[src/rtl/rx_byte_fifo_pkg.sv]
// Shared definitions for the receive path.
// Capture FSM encodings, FIFO entry layout and default depth.
package rx_byte_fifo_pkg;

    localparam int RX_FIFO_DEPTH_LOG2 = 3;
    localparam int RX_ENTRY_W = 9;

    typedef enum logic [1:0] {
        IDLE = 2'd0,
        ACK  = 2'd1,
        WAIT = 2'd2
    } capState_t;

    typedef struct packed {
        logic       err;
        logic [7:0] data;
    } rxEntry_t;

endpackage

[src/rtl/rx_fifo_mem.sv]
// Receive FIFO storage array.
// Synchronous write, asynchronous read, no reset.
module rx_fifo_mem
    import rx_byte_fifo_pkg::*;
#(
    parameter int DEPTH_LOG2 = RX_FIFO_DEPTH_LOG2,
    parameter int WIDTH      = RX_ENTRY_W
) (
    input  logic                  clk,
    input  logic                  we,
    input  logic [DEPTH_LOG2-1:0] wAddr,
    input  logic [WIDTH-1:0]      wData,
    input  logic [DEPTH_LOG2-1:0] rAddr,
    output logic [WIDTH-1:0]      rData
);

    localparam int DEPTH = 1 << DEPTH_LOG2;

    logic [WIDTH-1:0] mem [DEPTH];

    // Write the addressed entry on a push.
    always_ff @(posedge clk) begin
        if (we) begin
            mem[wAddr] <= wData;
        end
    end

    assign rData = mem[rAddr];

endmodule

[src/rtl/rx_byte_fifo.sv]
// Receive byte FIFO with receiver handshake capture.
// Captures bytes/errors, acks the receiver, buffers FWFT.
module rx_byte_fifo
    import rx_byte_fifo_pkg::*;
#(
    parameter int DEPTH_LOG2 = RX_FIFO_DEPTH_LOG2
) (
    input  logic                clk,
    input  logic                nReset,
    input  logic [7:0]          rxData,
    input  logic                rxDataReady,
    input  logic                rxFrameError,
    input  logic                rxOverrun,
    output logic                ackFlags,
    output logic [7:0]          outData,
    output logic                outError,
    output logic                outValid,
    input  logic                outReady,
    input  logic                flush,
    input  logic                clearStatus,
    output logic [DEPTH_LOG2:0] count,
    output logic                fifoOverflow,
    output logic                rxLost
);

    localparam int DEPTH = 1 << DEPTH_LOG2;
    localparam logic [DEPTH_LOG2:0] FULL_COUNT = (DEPTH_LOG2 + 1)'(DEPTH);

    capState_t state;
    capState_t stateNext;
    logic      capture;

    logic [DEPTH_LOG2-1:0] wrPtr;
    logic [DEPTH_LOG2-1:0] rdPtr;
    logic                  full;
    logic                  doPush;
    logic                  doPop;
    logic                  overflowSet;
    rxEntry_t              wrEntry;
    rxEntry_t              rdEntry;

    // Capture FSM next state; capture only from IDLE.
    always_comb begin
        stateNext = state;
        capture   = 1'b0;
        unique case (state)
            IDLE: begin
                if (rxDataReady || rxFrameError) begin
                    capture   = 1'b1;
                    stateNext = ACK;
                end
            end
            ACK: begin
                stateNext = WAIT;
            end
            WAIT: begin
                if (!rxDataReady && !rxFrameError) begin
                    stateNext = IDLE;
                end
            end
            default: begin
                stateNext = IDLE;
            end
        endcase
    end

    // Capture FSM state and the one-cycle acknowledge.
    always_ff @(posedge clk or negedge nReset) begin
        if (!nReset) begin
            state    <= IDLE;
            ackFlags <= 1'b0;
        end else begin
            state    <= stateNext;
            ackFlags <= capture;
        end
    end

    assign full        = (count == FULL_COUNT);
    assign outValid    = (count != '0);
    assign doPush      = capture && !full && !flush;
    assign doPop       = outValid && outReady && !flush;
    assign overflowSet = capture && full && !flush;

    assign wrEntry.err  = rxFrameError;
    assign wrEntry.data = rxData;

    // Pointers and occupancy; flush overrides push and pop.
    always_ff @(posedge clk or negedge nReset) begin
        if (!nReset) begin
            wrPtr <= '0;
            rdPtr <= '0;
            count <= '0;
        end else if (flush) begin
            wrPtr <= '0;
            rdPtr <= '0;
            count <= '0;
        end else begin
            if (doPush) begin
                wrPtr <= wrPtr + 1'b1;
            end
            if (doPop) begin
                rdPtr <= rdPtr + 1'b1;
            end
            count <= count
                   + (DEPTH_LOG2 + 1)'(doPush)
                   - (DEPTH_LOG2 + 1)'(doPop);
        end
    end

    // Sticky status; a same-edge set beats clearStatus.
    always_ff @(posedge clk or negedge nReset) begin
        if (!nReset) begin
            fifoOverflow <= 1'b0;
            rxLost       <= 1'b0;
        end else begin
            if (overflowSet) begin
                fifoOverflow <= 1'b1;
            end else if (clearStatus) begin
                fifoOverflow <= 1'b0;
            end
            if (rxOverrun) begin
                rxLost <= 1'b1;
            end else if (clearStatus) begin
                rxLost <= 1'b0;
            end
        end
    end

    rx_fifo_mem #(
        .DEPTH_LOG2(DEPTH_LOG2),
        .WIDTH     (RX_ENTRY_W)
    ) uMem (
        .clk  (clk),
        .we   (doPush),
        .wAddr(wrPtr),
        .wData(wrEntry),
        .rAddr(rdPtr),
        .rData(rdEntry)
    );

    assign outData  = rdEntry.data;
    assign outError = rdEntry.err;

endmodule
[config.mk]
export PLATFORM = sky130hd
export DESIGN_NAME = rx_byte_fifo
export DESIGN_NICKNAME = d
export VERILOG_FILES = /design/src/rtl/rx_byte_fifo_pkg.sv /design/src/rtl/rx_fifo_mem.sv /design/src/rtl/rx_byte_fifo.sv
export SDC_FILE = /design/constraint.sdc
export NUM_CORES = 1
export LEC_CHECK = 0
export ABC_AREA = 1
export CAP_MARGIN = 20
export CORE_MARGIN = 4
export CORE_UTILIZATION = 60
export CTS_CLUSTER_SIZE = 8
export DETAILED_ROUTE_END_ITERATION = 10
export GPL_TIMING_DRIVEN = 1
export HOLD_SLACK_MARGIN = 0.1
export PLACE_DENSITY_LB_ADDON = 0.15
export SYNTH_ARGS = -nofsm -noshare
export SYNTH_HDL_FRONTEND = slang
export SYNTH_HIERARCHICAL = 1
export SYNTH_SLANG_ARGS = --single-unit
[constraint.sdc]
create_clock -name clk -period 4.3 [get_ports clk]
set_input_delay 0.645 -clock clk [delete_from_list [all_inputs] [get_ports clk]]
set_output_delay 0.645 -clock clk [all_outputs]
set_load 0.02 [all_outputs]
==> run_1/final_congestion.png <==
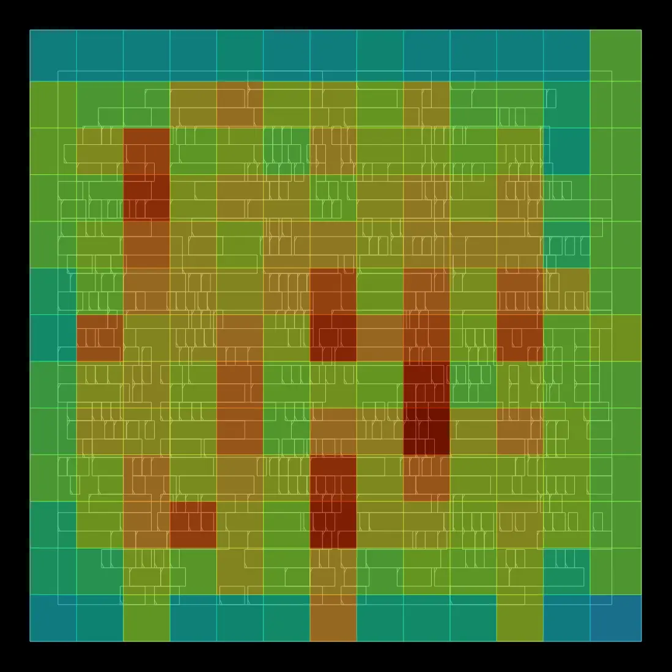
GRT Max-Usage Layer: met2
global routing usage on met3: 0.0433
routing usage on met1: 0.248
GRT met2 Usage: 0.328

==> run_1/density.png <==
9 x 9 tiles, from white (low) to dark blue (high), 0 to 100% covered.
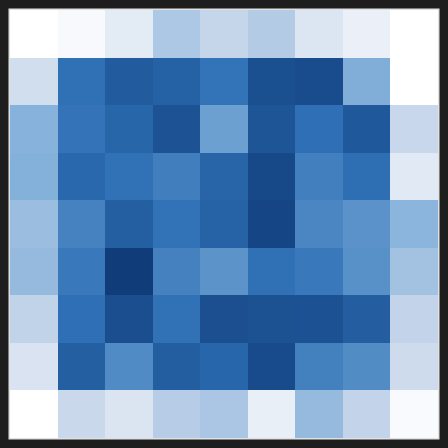
The densest ninth of the die: center. 4.9% of the tiles are nearly empty. 30% of the tiles are over 75% full. The fullest tile reaches 95%.
floorplan core density: 0.631
Final Core Density: 0.708
core area: 0.00646 mm^2

==> run_1/cell_classes.png <==
The bar under the picture is 20 um long. Fill, decap, tap and diode cells in gray.
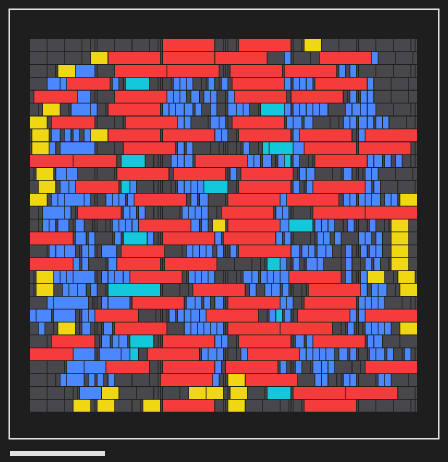
Key: red = flops [cells 87]; blue = all other logic [cells 318]; yellow = other buffers and delay cells [cells 33]; cyan = clock drivers and dummy loads [cells 16]

==> run_1/met1.png <==
Supply wires on this layer in gray.
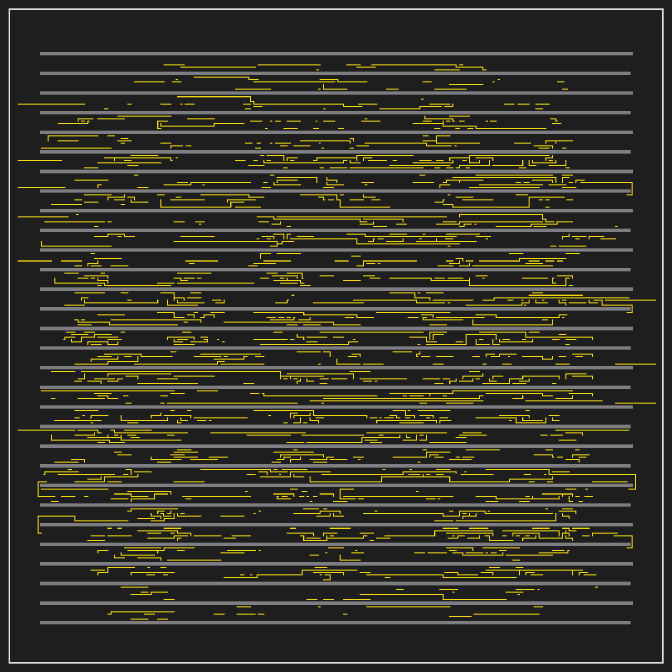
The wires run mostly horizontal. The layer holds 42% of the routed length. The longest straight run is 27.6 um.
via count: 2678
drt total wl: 7.58 mm

==> run summary, run 1 <==
Outcome: finished, final reports clean
Initial antenna violation count: 0
Worst Hold End: fifoOverflow$_DFFE_PN0P_
Share of layout cells above drive strength 1: 0.0639
CTS clk-pin slew, worst paths: 0.08 ns
IO Port Bufs: 32
Synthesized area: 0.00407 mm^2
Clock Skew: 0.00694 ns
Die H: 90.4 um
Sink Count: 87
Commonest Layout Cell: nand2_1
Leak: 2.11 nW
Final Max Slew Viols: 0
Area grow syn2layout: 12.3%
Unique cell types: 26
RSZ-0062 raised after global routing: false
WP data required: 3.65 ns
Chip area estimate from yosys synthesis: 0.00407 mm^2
Global-route wire length before repair: 12.3 mm
R2r endpoint: count[2]$_DFF_PN0_
Worst Hold Class: reg -> reg
Dpl ws: 1.23 ns
Antenna viol nets, final: 0
Gate Count Post-Synth: 417
Average via count per standard cell: 5.04
Ys Warns: 6
Syn nets: 442
Critical path class: reg -> out
Clock tree buffer depth: 2
Number of stages on the worst hold path: 2
Peak Freq: 0.294 GHz
Post-synth tally of flip-flops with integrated enable: 72
Iter 0 DRT Violations: 178
Tool warnings: 27
I/O pin cnt: 33
Ys flops: 87
CTS tree: built
Tot GR Track Use: 0.196
PostCTS Resize Cnt: 0
Pre-antenna DRT Iters: 4
Hold_sp: fifoOverflow$_DFFE_PN0P_
Top Layout Cells: nand2_1 (133), inv_1 (86), edfxtp_1 (72), nand3_1 (45), clkdlybuf4s50_1 (32)
Slew @ Worst Pin: 0.927 ns
Final worst slack: 0.904 ns
PwrDens: 546 mW/mm^2
# Cells Yosys: 417
Die area: 0.00817 mm^2
DPL Wire Length: 5.12 mm
Fillers: 481
Sequential area share after synthesis: 0.623
Post-route clock period utilization: 0.790
TritonCTS Buffers: 9
Vias in the first global route: 2543
Final setup TNS: 0 ns
CTS H-tree depth: 3
Setup crit start kind: flip-flop
Total grt overflow: 0
Hold WS: 0.515 ns
Root buffer cell: clkbuf_8
# rows: 29
R2r startpoint: count[2]$_DFF_PN0_
WL/cell: 14.3 um
R2R depth: 12
Postcts setup bufs: 0
Max-Cap Viols: 0
R2R Setup Slk: 2.07 ns
Fin. Hold Viols: 0
run 1: layer usage:
metal,GRT usage,up-vias,wire (um)
met5,0,-,0
met1,0.248,1232,3200
met3,0.0433,8,478
met4,0.0816,0,94
met2,0.328,77,3810
li1,-,1361,-
run 1: cells by family after synthesis:
family / count (synthesis) / synth area share
AOI/OAI and AO/OA: 6 / 0.00860
xor gates and xnor gates: 2 / 0.00430
DFF: 87 / 0.623
buffers and inverters: 107 / 0.115
and+or+nand+nor: 206 / 0.219
adders and majority gates: 9 / 0.0295
run 1: power by group:
| part | internal, W | switching (W) | leakage, nW | total, W |
|---|---|---|---|---|
| registers | 0.000985 | 0.0000859 | 0.845 | 0.00107 |
| logic | 0.000352 | 0.000537 | 1.17 | 0.000890 |
| clock network | 0.000267 | 0.000267 | 0.0904 | 0.000535 |
| total | 0.00161 | 0.000891 | 2.11 | 0.00250 |
run 1: state kept, by name, indices dropped and copies added, names as in the netlist:
name / count
ackFlags: 1
fifoOverflow: 1
state: 2
wrPtr: 3
rxLost: 1
uMem/mem: 72
rdPtr: 3
count: 4
run 1: area by class of cell:
| cell class | instances | share of cell area |
|---|---|---|
| inverter | 95 | 0.0791 |
| tap | 77 | 0.0211 |
| clock buffer | 12 | 0.0296 |
| clock inverter | 4 | 0.0104 |
| multi-input combinational | 223 | 0.233 |
| timing repair buffer | 33 | 0.0717 |
| sequential | 87 | 0.555 |
run 1: Yosys cell counts (all sizes together), types with 2 or more instances:
master    n  area (um^2)
nand2   135          522
inv      94          358
edfxtp   72         2160
nand3    47          245
nor2     20          101
dfrtp    15          375
buf      12          108
ha        8          100
nand4     4         25.0
a21oi     2         10.0
o21ai     2         10.0
run 1: critical path, stage by stage, from the launching register on:
cell and delay (ns):
dfrtp_1 0.95, inv_4 0.34, nand2_1 0.14, nand3_1 0.09, nand2_1 0.12, nand2_1 0.05, nand2_1 0.10, clkdlybuf4s50_1 0.61
run 1: how the worst max path moves through the flow:
stage / start / end / slack (ns) / depth (start not counted)
after CTS: rdPtr[0]$_DFFE_PN0P_ / outData[4] / 0.89 / 7
after global placement: rxFrameError / uMem/mem[1][6]$_DFFE_PP_ / 1.25 / 7
after detailed placement: rxFrameError / uMem/mem[5][6]$_DFFE_PP_ / 1.23 / 7
after floorplan: count[2]$_DFF_PN0_ / count[2]$_DFF_PN0_ / 2.07 / 12
final: rdPtr[0]$_DFFE_PN0P_ / outError / 0.90 / 7
after global routing: rdPtr[0]$_DFFE_PN0P_ / outError / 0.73 / 7
run 1: through the flow:
step           total power [W]  cell area (um^2)  std cells
2_1_floorplan          0.00170              4070        417
3_3_place_gp           0.00196              4390        515
4_1_cts                0.00252              4570        531
6_report               0.00250              4570        531
3_5_place_dp           0.00198              4390        515
5_1_grt                0.00266              4570        531
--- run 2 (diff from run 1) ---
--- a/config.mk
+++ b/config.mk
@@ -8,7 +8,7 @@
 export ABC_AREA = 1
 export CAP_MARGIN = 20
 export CORE_MARGIN = 4
-export CORE_UTILIZATION = 60
+export CORE_UTILIZATION = 52
 export CTS_CLUSTER_SIZE = 8
 export DETAILED_ROUTE_END_ITERATION = 10
 export GPL_TIMING_DRIVEN = 1
==> constraint.sdc (replaced) <==
create_clock -name clk -period 2.9 [get_ports clk]
set_input_delay 0.435 -clock clk [delete_from_list [all_inputs] [get_ports clk]]
set_output_delay 0.435 -clock clk [all_outputs]
set_load 0.02 [all_outputs]
==> run 2 against run 1 <==
Against the previous run:
- die size grew 14%
- hold slack lost 0.013 ns
- combinational power grew 56%
- non-clock buffer count grew 15
- sequential share of layout area shrank 1.9 points
- first-iteration DRC count grew 10%
- global-route usage shrank 0.41 points
- final cell count grew 7.5%
- flip-flop count is the same
- register-to-register slack lost 1.5 ns
- highest routed layer unchanged
- largest cell class unchanged
==> run summary, run 2 <==
Initial antenna violation count: 0 (unchanged)
Post-synth tally of flip-flops with integrated enable: 72 (unchanged)
Iter 0 DRT Violations: 196 (+10%)
MUX area fraction: 0 (unchanged)
Post-synth top cells: nand2_1 (133), inv_1 (86), edfxtp_1 (72)
Max reg flops: 72 (unchanged)
Most flop-heavy register: uMem/mem
Post-route clock period utilization: 0.893
Synth top cell by count: nand2_1
I/O pin cnt: 33 (unchanged)
PwrDens: 798 mW/mm^2 (+46%)
Average via count per standard cell: 4.76 (-5.7%)
Commonest Layout Cell: nand2_1
Floorplan core density: 0.530 (-0.101)
Chip area estimate from yosys synthesis: 0.00407 mm^2 (unchanged)
TritonCTS Buffers: 9 (unchanged)
Global-route wire length before repair: 12.9 mm (+4.7%)
Dominant comb cell: simple AND/OR/NAND/NOR gates
# Cells Yosys: 417 (unchanged)
Outcome: finished, final reports clean
R2R Setup Slk: 0.60 ns (-1.47 ns)
CTS tree: built
Sequential area share after synthesis: 0.623 (unchanged)
Clock Skew: 0.00585 ns (-0.00108 ns)
Slew @ Worst Pin: 0.681 ns (-0.246 ns)
Setup crit start kind: flip-flop
Postcts setup bufs: 0 (unchanged)
CP endpoint: outError
Area grow syn2layout: 16.3%
Top Layout Cells: nand2_1 (133), inv_1 (86), edfxtp_1 (72), nand3_1 (45), clkdlybuf4s50_1 (32)
Vias in the first global route: 2616 (+2.9%)
Tot GR Track Use: 0.192 (-0.00415)
Ys Warns: 6 (unchanged)
Via count: 2717 (+1.5%)
RSZ-0062 raised after global routing: false
# rows: 32 (+10%)
Root buffer cell: clkbuf_8
Final worst slack: 0.310 ns (-0.594 ns)
Leading area contributor after synthesis: edfxtp_1
Synthesized area: 0.00407 mm^2 (unchanged)
Dpl ws: 0.241 ns (-0.994 ns)
Total grt overflow: 0 (unchanged)
WP data required: 2.47 ns (-1.18 ns)
PostCTS Resize Cnt: 0 (unchanged)
Post-synth area hogs: edfxtp_1 (53%), nand2_1 (12%), dfrtp_1 (9.2%)
Worst Hold Class: in -> async
Crit-path cells: buf_4 -> nand3_1 -> nand2_1 -> nand2_1 -> nand2_1 -> clkdlybuf4s50_1
[run 2: netlist changes by cell type in the layout (fill, tap and decap cells not counted)]
cell / before / now
buf_4: 1 / 16
clkbuf_16: 0 / 1
clkinv_2: 2 / 1
[run 2: stage by stage]
| stage | std cells | power (W) | utilization | cell area (um^2) |
|---|---|---|---|---|
| floorplan | 417 | 0.00252 | - | 4070 |
| global placement | 555 | 0.00294 | 0.590 | 4530 |
| detailed placement | 555 | 0.00297 | 0.590 | 4530 |
| CTS | 571 | 0.00382 | 0.616 | 4740 |
| global route | 571 | 0.00404 | 0.616 | 4740 |
| finish | 571 | 0.00378 | 0.616 | 4740 |
[run 2: kinds of logic (layout without fill, tap and decap cells)]
| group | count (synthesis) | after routing |
|---|---|---|
| adders and majority gates | 9 | 9 |
| and+or+nand+nor | 206 | 206 |
| AOI/OAI and AO/OA | 6 | 6 |
| DFF | 87 | 87 |
| xor gates and xnor gates | 2 | 2 |
| buffers and inverters | 107 | 159 |
[run 2: cell type report]
class	instances	area [um^2]
clock inverter	3	42.5
multi-input combinational	223	1070
sequential	87	2540
clock buffer	13	160
fill	654	2950
tap	102	128
timing repair buffer	48	440
inverter	95	362
[run 2: worst max-delay path, delay by kind of cell, from the launching register on]
kind / cells / cell delay (ns)
buf+inv: 2 / 0.93
flops: 1 / 0.56
simple gates: 4 / 0.32
[run 2: report_power, final]
part | switching [W] | internal, W | leakage [nW]
clock network | 0.000400 | 0.000451 | 0.0988
logic | 0.000848 | 0.000541 | 1.25
registers | 0.0000783 | 0.00146 | 0.845
[run 2: worst min path at each step]
stage	end	cells after the start	slack, ns
after global routing	state[1]$_DFFE_PN0P_	1	0.53
final	state[1]$_DFFE_PN0P_	1	0.50
after CTS	state[1]$_DFFE_PN0P_	1	0.51
after floorplan	ackFlags$_DFF_PN0_	0	0.14
after detailed placement	rxLost$_DFFE_PN0P_	2	0.51
after global placement	fifoOverflow$_DFFE_PN0P_	2	0.51
[run 2: per-layer routing]
layer / global-route usage / vias to the layer above / part of all wire
met1: 0.244 / 1270 / 0.44
li1: - / 1391 / -
met3: 0.0333 / 7 / 0.038
met2: 0.329 / 49 / 0.51
met5: 0 / - / 0
met4: 0.0736 / 0 / 0.012
==> run_2/final_congestion.png <==
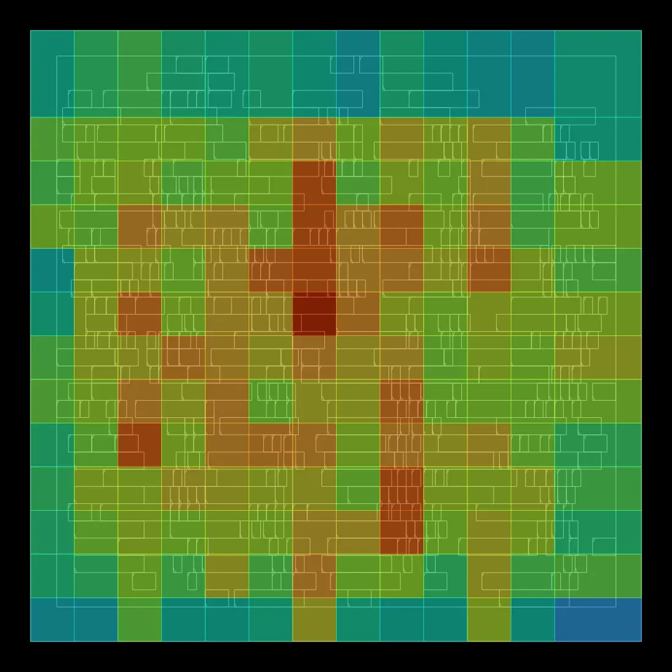
Final Core Density: 0.616
routing usage on met1: 0.244
WL/cell: 13.9 um
GRT met2 Usage: 0.329

==> run_2/cell_classes.png <==
The bar under the picture is 20 um long. Fill, decap, tap and diode cells in gray.
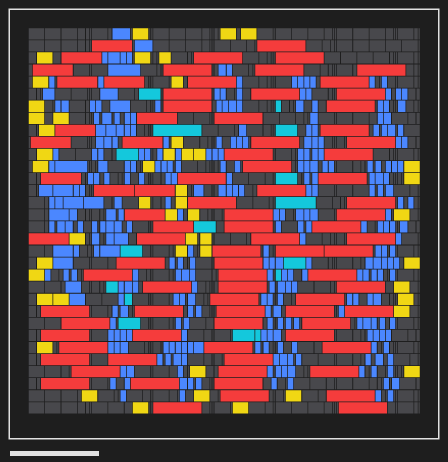
Key: yellow = other buffers and delay cells [cells 48]; blue = all other logic [cells 318]; cyan = clock drivers and dummy loads [cells 16]; red = flops [cells 87]
flop share of the area: 0.536
core area: 0.00769 mm^2
post-route cell area: 0.00474 mm^2

==> run_2/density.png <==
10 x 10 tiles, from white (low) to dark blue (high), 0 to 100% covered.
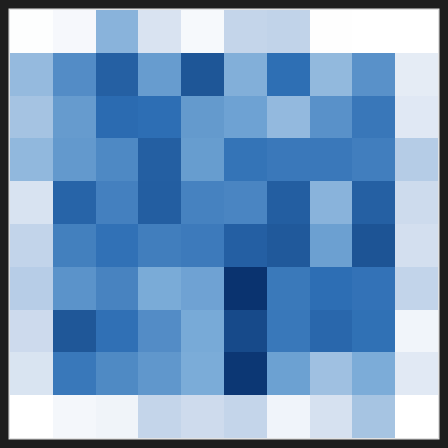
The fullest tile reaches 99%. The mean over all tiles is 50%. 6.0% of the tiles are nearly empty.

Power figures rest on the tool's default switching activity, not on a simulated workload.
